File: config.mk
export PLATFORM = sky130hd
export DESIGN_NAME = key_debounce
export DESIGN_NICKNAME = d
export VERILOG_FILES = /design/src/rtl/key_debounce.sv
export SDC_FILE = /design/constraint.sdc
export NUM_CORES = 1
export LEC_CHECK = 0
export CAP_MARGIN = 20
export CORE_UTILIZATION = 55
export DETAILED_ROUTE_END_ITERATION = 10
export HOLD_SLACK_MARGIN = 0.08
export PLACE_DENSITY = 0.75
export SLEW_MARGIN = 20
export SYNTH_ARGS = -nofsm -noshare
export SYNTH_HDL_FRONTEND = slang
export SYNTH_SLANG_ARGS = --single-unit
File: constraint.sdc
create_clock -name sys_clk -period 2 [get_ports sys_clk]
set_input_delay 0.4 -clock sys_clk [delete_from_list [all_inputs] [get_ports sys_clk]]
set_output_delay 0.4 -clock sys_clk [all_outputs]
set_load 0.01 [all_outputs]
File: src/rtl/key_debounce.sv
// key_debounce: synchronises, debounces and qualifies a push-button.
// Emits a debounced level plus press, release and long-press pulses.
module key_debounce #(
  parameter int DEB_CNT    = 20,
  parameter int LONG_CNT   = 100,
  parameter int BTN_ACTIVE = 1
) (
  input  logic sys_clk,
  input  logic sys_rst_n,
  input  logic i_btn,
  output logic o_btn,
  output logic o_press,
  output logic o_release,
  output logic o_long
);

  localparam int DW = $clog2(DEB_CNT) + 1;
  localparam int LW = $clog2(LONG_CNT) + 1;

  localparam logic ACT = (BTN_ACTIVE != 0);

  localparam logic [DW-1:0] DEB_LAST  = DW'(DEB_CNT - 1);
  localparam logic [LW-1:0] LONG_TOP  = LW'(LONG_CNT);
  localparam logic [LW-1:0] LONG_LAST = LW'(LONG_CNT - 1);

  typedef enum logic [1:0] {
    IDLE,
    PRESS_DB,
    HELD,
    RELEASE_DB
  } state_t;

  state_t state;
  state_t state_nx;

  logic s1;
  logic s2;
  logic btn_s;

  logic [DW-1:0] deb_cnt;
  logic [DW-1:0] deb_nx;
  logic [LW-1:0] long_cnt;
  logic [LW-1:0] long_nx;

  logic btn_nx;
  logic press_nx;
  logic rel_nx;
  logic long_p_nx;

  assign btn_s = (s2 == ACT);

  // Two-flop synchroniser; idles at the released level.
  always_ff @(posedge sys_clk or negedge sys_rst_n) begin
    if (!sys_rst_n) begin
      s1 <= ~ACT;
      s2 <= ~ACT;
    end else begin
      s1 <= i_btn;
      s2 <= s1;
    end
  end

  // State, counters and registered outputs.
  always_ff @(posedge sys_clk or negedge sys_rst_n) begin
    if (!sys_rst_n) begin
      state     <= IDLE;
      deb_cnt   <= '0;
      long_cnt  <= '0;
      o_btn     <= 1'b0;
      o_press   <= 1'b0;
      o_release <= 1'b0;
      o_long    <= 1'b0;
    end else begin
      state     <= state_nx;
      deb_cnt   <= deb_nx;
      long_cnt  <= long_nx;
      o_btn     <= btn_nx;
      o_press   <= press_nx;
      o_release <= rel_nx;
      o_long    <= long_p_nx;
    end
  end

  // Next-state logic; long_cnt advances on every cycle spent in HELD,
  // so a release glitch delays o_long only by its RELEASE_DB cycles.
  always_comb begin
    state_nx  = state;
    deb_nx    = deb_cnt;
    long_nx   = long_cnt;
    btn_nx    = o_btn;
    press_nx  = 1'b0;
    rel_nx    = 1'b0;
    long_p_nx = 1'b0;
    unique case (state)
      IDLE: begin
        if (btn_s) begin
          state_nx = PRESS_DB;
          deb_nx   = '0;
        end
      end
      PRESS_DB: begin
        if (!btn_s) begin
          state_nx = IDLE;
        end else if (deb_cnt == DEB_LAST) begin
          state_nx = HELD;
          btn_nx   = 1'b1;
          press_nx = 1'b1;
          long_nx  = '0;
        end else begin
          deb_nx = deb_cnt + 1'b1;
        end
      end
      HELD: begin
        if (long_cnt < LONG_TOP) begin
          long_nx   = long_cnt + 1'b1;
          long_p_nx = (long_cnt == LONG_LAST);
        end
        if (!btn_s) begin
          state_nx = RELEASE_DB;
          deb_nx   = '0;
        end
      end
      RELEASE_DB: begin
        if (btn_s) begin
          state_nx = HELD;
        end else if (deb_cnt == DEB_LAST) begin
          state_nx = IDLE;
          btn_nx   = 1'b0;
          rel_nx   = 1'b1;
        end else begin
          deb_nx = deb_cnt + 1'b1;
        end
      end
      default: state_nx = IDLE;
    endcase
  end

endmodule
==> results.txt, run 1 <==
From the run reports.

- The most instantiated flip-flop cell in the synthesis netlist is sky130_fd_sc_hd__dfrtp_1.
- For this design, the sink count on the clock tree is 22.
- Pin placement for this block handled 7 I/O pins.
- The kind of start point of the critical path is a register.
- The delay contributed by the slowest stage of the critical path reads 0.40 ns.
- The final critical delay including setup and external delays reads ~1.7 ns.
- The setup slack on the worst flop-to-flop path is 0.25 ns.
- The met2 layer wire length in the routed design reads 748 um.
- The final routed DRC violation total is 0.
- The sequential portion of the cell area is 0.478.
- The critical path in this run is classified as reg -> reg.
- The number of multi-input combinational cells in the layout is around 68.
- The design area reads 0.00115 mm2.
- Counting plain and timing-repair buffers in the layout gives 8.
- The number of placed instances, taps included, is 126.
- The mux contribution to synthesized area reads 0.0315.
- For this floorplan the total number of well-tap instances is 25.
- The TritonCTS clock tree is built.
- The average routed wire per standard cell is 13.5 um.
- The post-synthesis share of cell area spent on xor and xnor gates is 0.00848.
- The total wire length after detailed routing is 1.74 mm.
- The type of the tightest min-delay check is reg -> reg.
- The highest clock rate this design can be run at is 0.572 GHz.
- The clock tree buffer depth is 2.
- Per the synth stats, the proportion of register bits with asynchronous set or reset is 1.00.
- The worst path setup slack after routing reads 0.251 ns.
- At the end of routability-driven placement, the weighted congestion stood at 0.848.
- The fraction of the mapped netlist area in simple logic gates reads 0.221.
- In this run the most critical hold path is launched from s1.
- The via count of the routed design is 743.
- Yosys attributes the largest share of cell area to sky130_fd_sc_hd__dfrtp_1, sky130_fd_sc_hd__nand2_1, sky130_fd_sc_hd__nand3_1.
- The power of the combinational group is 0.0563 mW.
- Ranked by total area, the top cell class in this layout is flip-flops and latches.
- The net switching power reads around 0.17 mW.
- The number of standard cells in the final layout excluding fillers reads 129.
- The wire length of the first global-routing pass reads 2.79 mm.
- For this run, the post-layout net count is around 110.
- The total core area is 0.00175 mm2.
- The power report lists the sequential group at 0.489 mW.
- STA lists the endpoint of the worst register-to-register path as long_cnt[3].
- The clock network area share is 0.0195.
- STA lists the maximum fanout along the critical path as 6.
- The number of enable-type register cells in the synthesized netlist reads 0.
- Headroom to the max-slew limit came out at 0.736.
- The synthesis area per yosys is 0.00103 mm2.
- The first routing iteration left 31 violations.
- The cell with the most instances after synthesis reads sky130_fd_sc_hd__dfrtp_1.
- The biggest area contributor in the post-synthesis netlist is sky130_fd_sc_hd__dfrtp_1.
- The flow ran to the end, and the final reports show no timing, DRC or antenna violations.
- The total global routing track utilization reads 0.193.
Figure 1. Cell area per tile (run 1).
9 x 9 tiles, from black (low) to pale yellow (high), 0 to 100% covered.
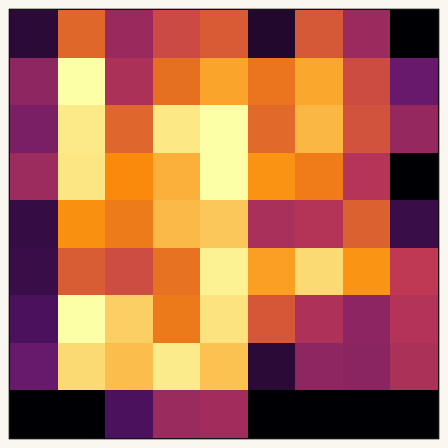
fullest tile	100%
nearly empty tiles	9.9%
emptiest ninth of the die	lower right

Figure 2. Metal 3 (run 1).
Scale bar: 10 um.
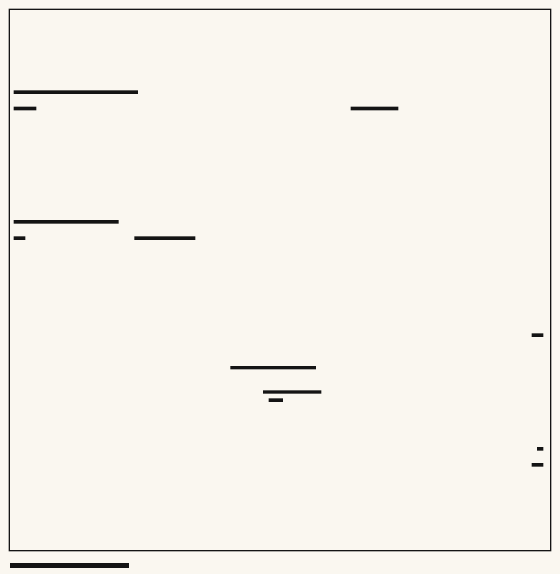
longest straight run	10.1 um
main direction	horizontal
share of all routed wire	2.5%

Figure 3. Gate-type map (run 1).
Scale bar: 10 um.
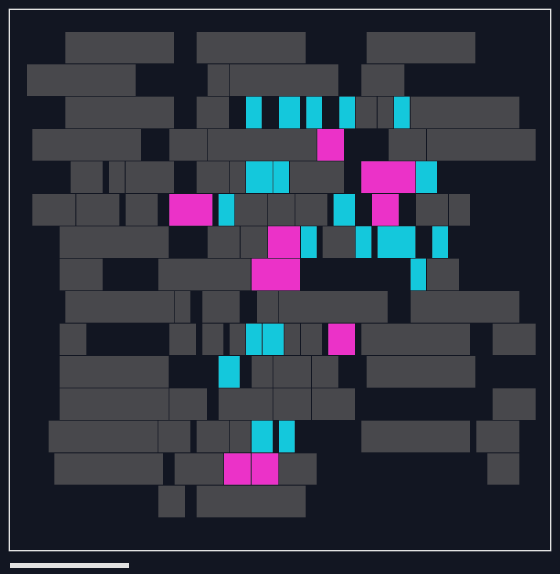
family	colour	cells
and/or cells	magenta	9
nand cells	cyan	20

--- run 2 (diff from run 1) ---
- CTS_CLUSTER_DIAMETER: unset -> 100
Figure 4. Gate-type map (run 2).
Scale bar: 10 um.
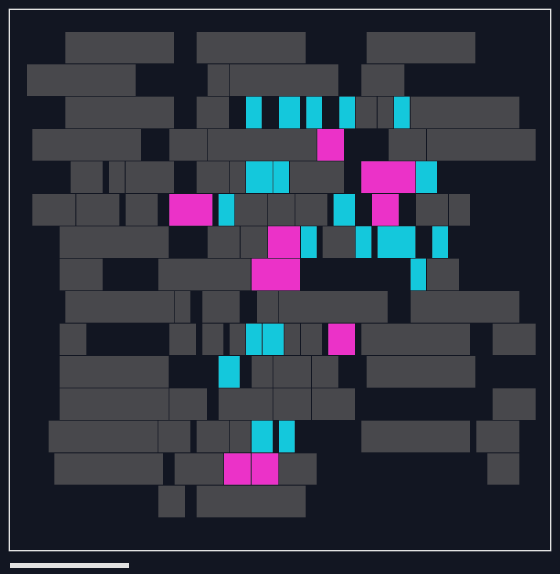
family	colour	cells
and/or cells	magenta	9
nand cells	cyan	20

Figure 5. Metal 3 (run 2).
Scale bar: 10 um.
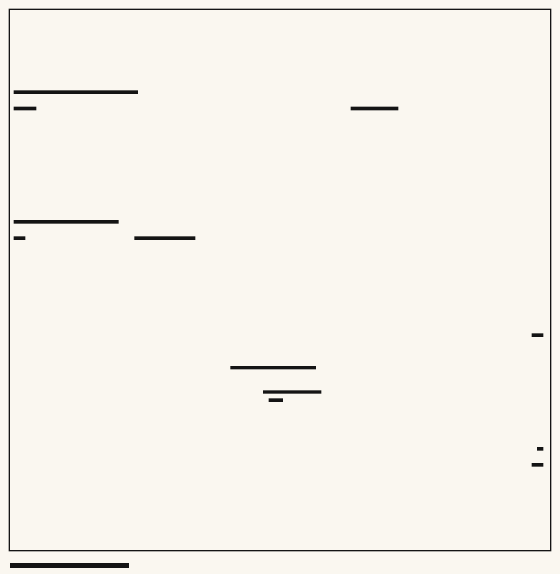
share of all routed wire	2.5%
wire length on this layer	43.5 um

Figure 6. Port wiring (run 2).
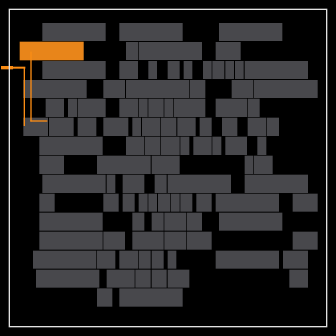
port	colour	bits	direction	edge	end cells	buffers	wire
`i_btn`	orange	1	input	left	1	1	22.1 um

==> run 2 against run 1 <==
  * Routed wire length did not move
  * Critical path depth did not move
  * Clock power barely moved
  * Synthesized cell count did not move
  * Critical path type unchanged
  * Final cell count did not move
  * Power did not move
==> results.txt, run 2 <==
From the run reports.

- The flow ran to the end, and the final reports show no timing, DRC or antenna violations.
- The number of standard cells in the final layout excluding fillers reads 129.
- The sequential portion of the cell area reads 0.478.
- The count of routing violations after the opening detailed-route iteration is 31.
- Of the total synthesized cell area, the portion taken by AND, OR, NAND and NOR gates is 0.221.
- TritonCTS built the clock tree.
- The maximum net fanout on the critical path reads 6.
- The kind of start point of the critical path is a register.
- The worst-case max-slew headroom was logged as 0.736.
- Among all cell types in the netlist, the one instantiated most often is sky130_fd_sc_hd__dfrtp_1.
- The total number of nets in the final design is ~110.
- The setup slack on the worst flop-to-flop path reads 0.25 ns.
- The clock tree buffer depth reads 2.
- Pin placement for this block handled 7 I/O pins.
- The design area reads 0.00115 mm2.
- Yosys reports the multiplexer fraction of the synthesized area as 0.0315.
- Per the synthesis report, the XOR/XNOR share of the synthesized area is 0.00848.
- The cell type contributing the most total cell area after synthesis is sky130_fd_sc_hd__dfrtp_1.
- The wire length of the first global-routing pass reads 2.79 mm.
- The total global routing track utilization reads 0.193.
- The worst path setup slack after routing reads 0.251 ns.
- The category of the critical setup timing path is reg -> reg.
- The startpoint identified for the worst hold timing path is s1.
- The cell class ranked first by area reads flip-flops and latches.
- The most instantiated flip-flop cell in the synthesis netlist is sky130_fd_sc_hd__dfrtp_1.
- The total wire length after detailed routing is between 1.5 and 2 mm.
- Static timing analysis puts the maximum clock frequency at 0.572 GHz.
- The final critical delay including setup and external delays reads 1.75 ns.
- The met2 layer wire length in the routed design is between 700 and 800 um.
- By area the synthesized netlist is led by sky130_fd_sc_hd__dfrtp_1, sky130_fd_sc_hd__nand2_1, sky130_fd_sc_hd__nand3_1.
- The delay contributed by the slowest stage of the critical path reads 0.40 ns.
- The count of multi-input combinational gates reads 68.
--- run 3 (diff from run 2) ---
- CORE_MARGIN: unset -> 3
Figure 7. Cell area per tile (run 3).
10 x 10 tiles, from black (low) to pale yellow (high), 0 to 100% covered.
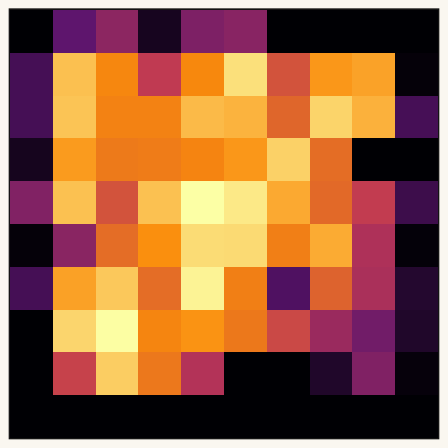
nearly empty tiles	25%
emptiest ninth of the die	lower right
mean over tiles	46%

Figure 8. Metal 3 (run 3).
Scale bar: 10 um.
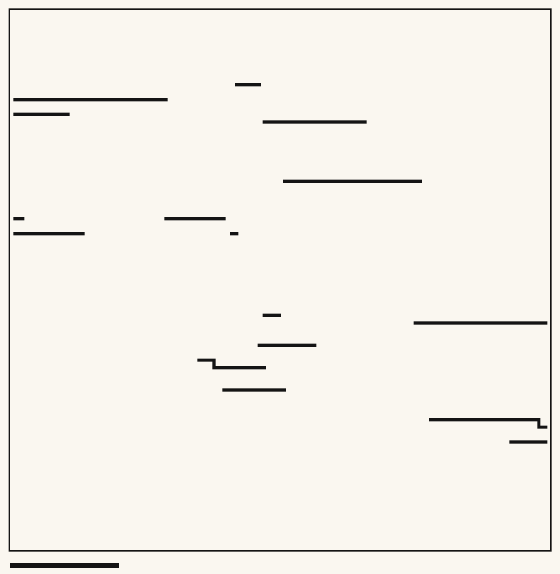
nets with wire on the layer	13
wire length on this layer	99.6 um
share of all routed wire	5.7%
main direction	horizontal
longest straight run	13.8 um

Figure 9. Gate-type map (run 3).
Scale bar: 10 um.
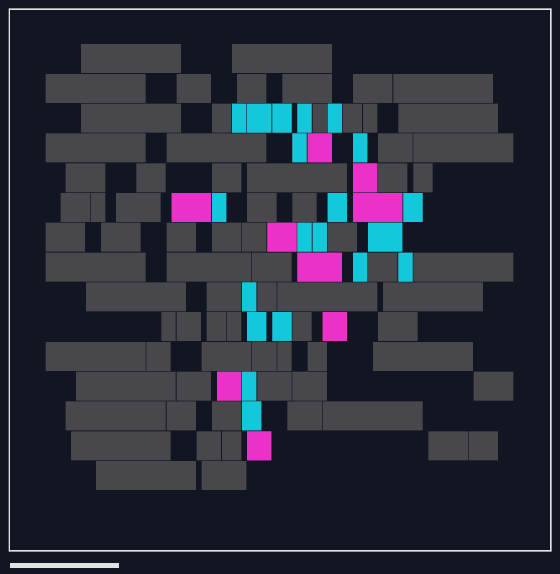
family	colour	cells
nand cells	cyan	20
and/or cells	magenta	9

==> run 3 against run 2 <==
  * Combinational power shrank 1%
  * Setup slack better by 0.015 ns
  * Routed wire length is 0.81% higher
  * Cell area did not move
  * Flip-flop count did not move
  * Die area rose by 18%
  * Clock skew shrank 0.0053 ns
  * Core utilization unchanged
  * Hold slack is essentially flat
  * Via count rose by 0.40%
  * Global-route usage shrank 3.0 points
  * Critical endpoint unchanged
==> results.txt, run 3 <==
From the run reports.

- The flow ran to the end, and the final reports show no timing, DRC or antenna violations.
- The setup slack on the worst flop-to-flop path is 0.27 ns.
- The clock network area share reads 0.0195.
- The category of the critical setup timing path is reg -> reg.
- The cell type contributing the most total cell area after synthesis is sky130_fd_sc_hd__dfrtp_1.
- The maximum net fanout on the critical path reads 6.
- The type of the tightest min-delay check reads reg -> reg.
- Per the layout area report, the sequential fraction of cell area is 0.478.
- The net switching power is 0.171 mW.
- The clock sink count reads 22.
- In the final layout, the share of cells above drive strength 1 is 0.0962.
- The first global-routing pass estimated 3.11 mm of wire.
- The reg-to-reg endpoint is long_cnt[3].
- The number of standard cells in the final layout excluding fillers reads 129.
- The relative slew slack reads 0.720.
- The region available for standard cell placement spans 0.00175 mm2.
- The TritonCTS clock tree reads built.
- The cell class ranked first by area reads flip-flops and latches.
- The worst setup path is launched from a register.
- The delay contributed by the slowest stage of the critical path reads 0.39 ns.
- The cell with the most instances after synthesis is sky130_fd_sc_hd__dfrtp_1.
- The largest net degree at the start of global routing reads 23.
- The total global routing track utilization reads 0.163.
- Sequential power for this build is approximately 0.49 mW.
- The stat command in Yosys gives a chip area of 0.00103 mm2.
- For this run, the leading register cell type out of synthesis is sky130_fd_sc_hd__dfrtp_1.
- For reference, the mux area share after synthesis is 0.0315.
- Ranked by total cell area, the synthesized netlist is headed by sky130_fd_sc_hd__dfrtp_1, sky130_fd_sc_hd__nand2_1, sky130_fd_sc_hd__nand3_1.
- The I/O pin total reads 7.
- The power of the combinational group is 0.0556 mW.
- The hold path startpoint reads s1.
- The count of routing violations after the opening detailed-route iteration reads 31.
- The total number of nets in the final design is 111.
- The total wire length after detailed routing is around 1.8 mm.
- The number of placed cells counting well taps is 126.
- The routability-driven placement congestion ratio reads 0.889.
- The script parses the final routing iteration and logs DRC violations as 0.
- The inserted tap cell count is 25.
- The worst path needs 1.73 ns of the cycle, external delays included.
- The hold slack reads 0.364 ns.
- The via count of the routed design is 746.
- After routing the design area is 0.00115 mm2.
- The placement report lists the number of port buffers as 6.
- The average routed wire per standard cell is between 10 and 15 um.
- The final design was reported to hold multi-input combinational gates totalling 68.
- The post-synthesis share of cell area spent on xor and xnor gates reads 0.00848.
No activity file was given, so power comes from the tool's default toggle rates.
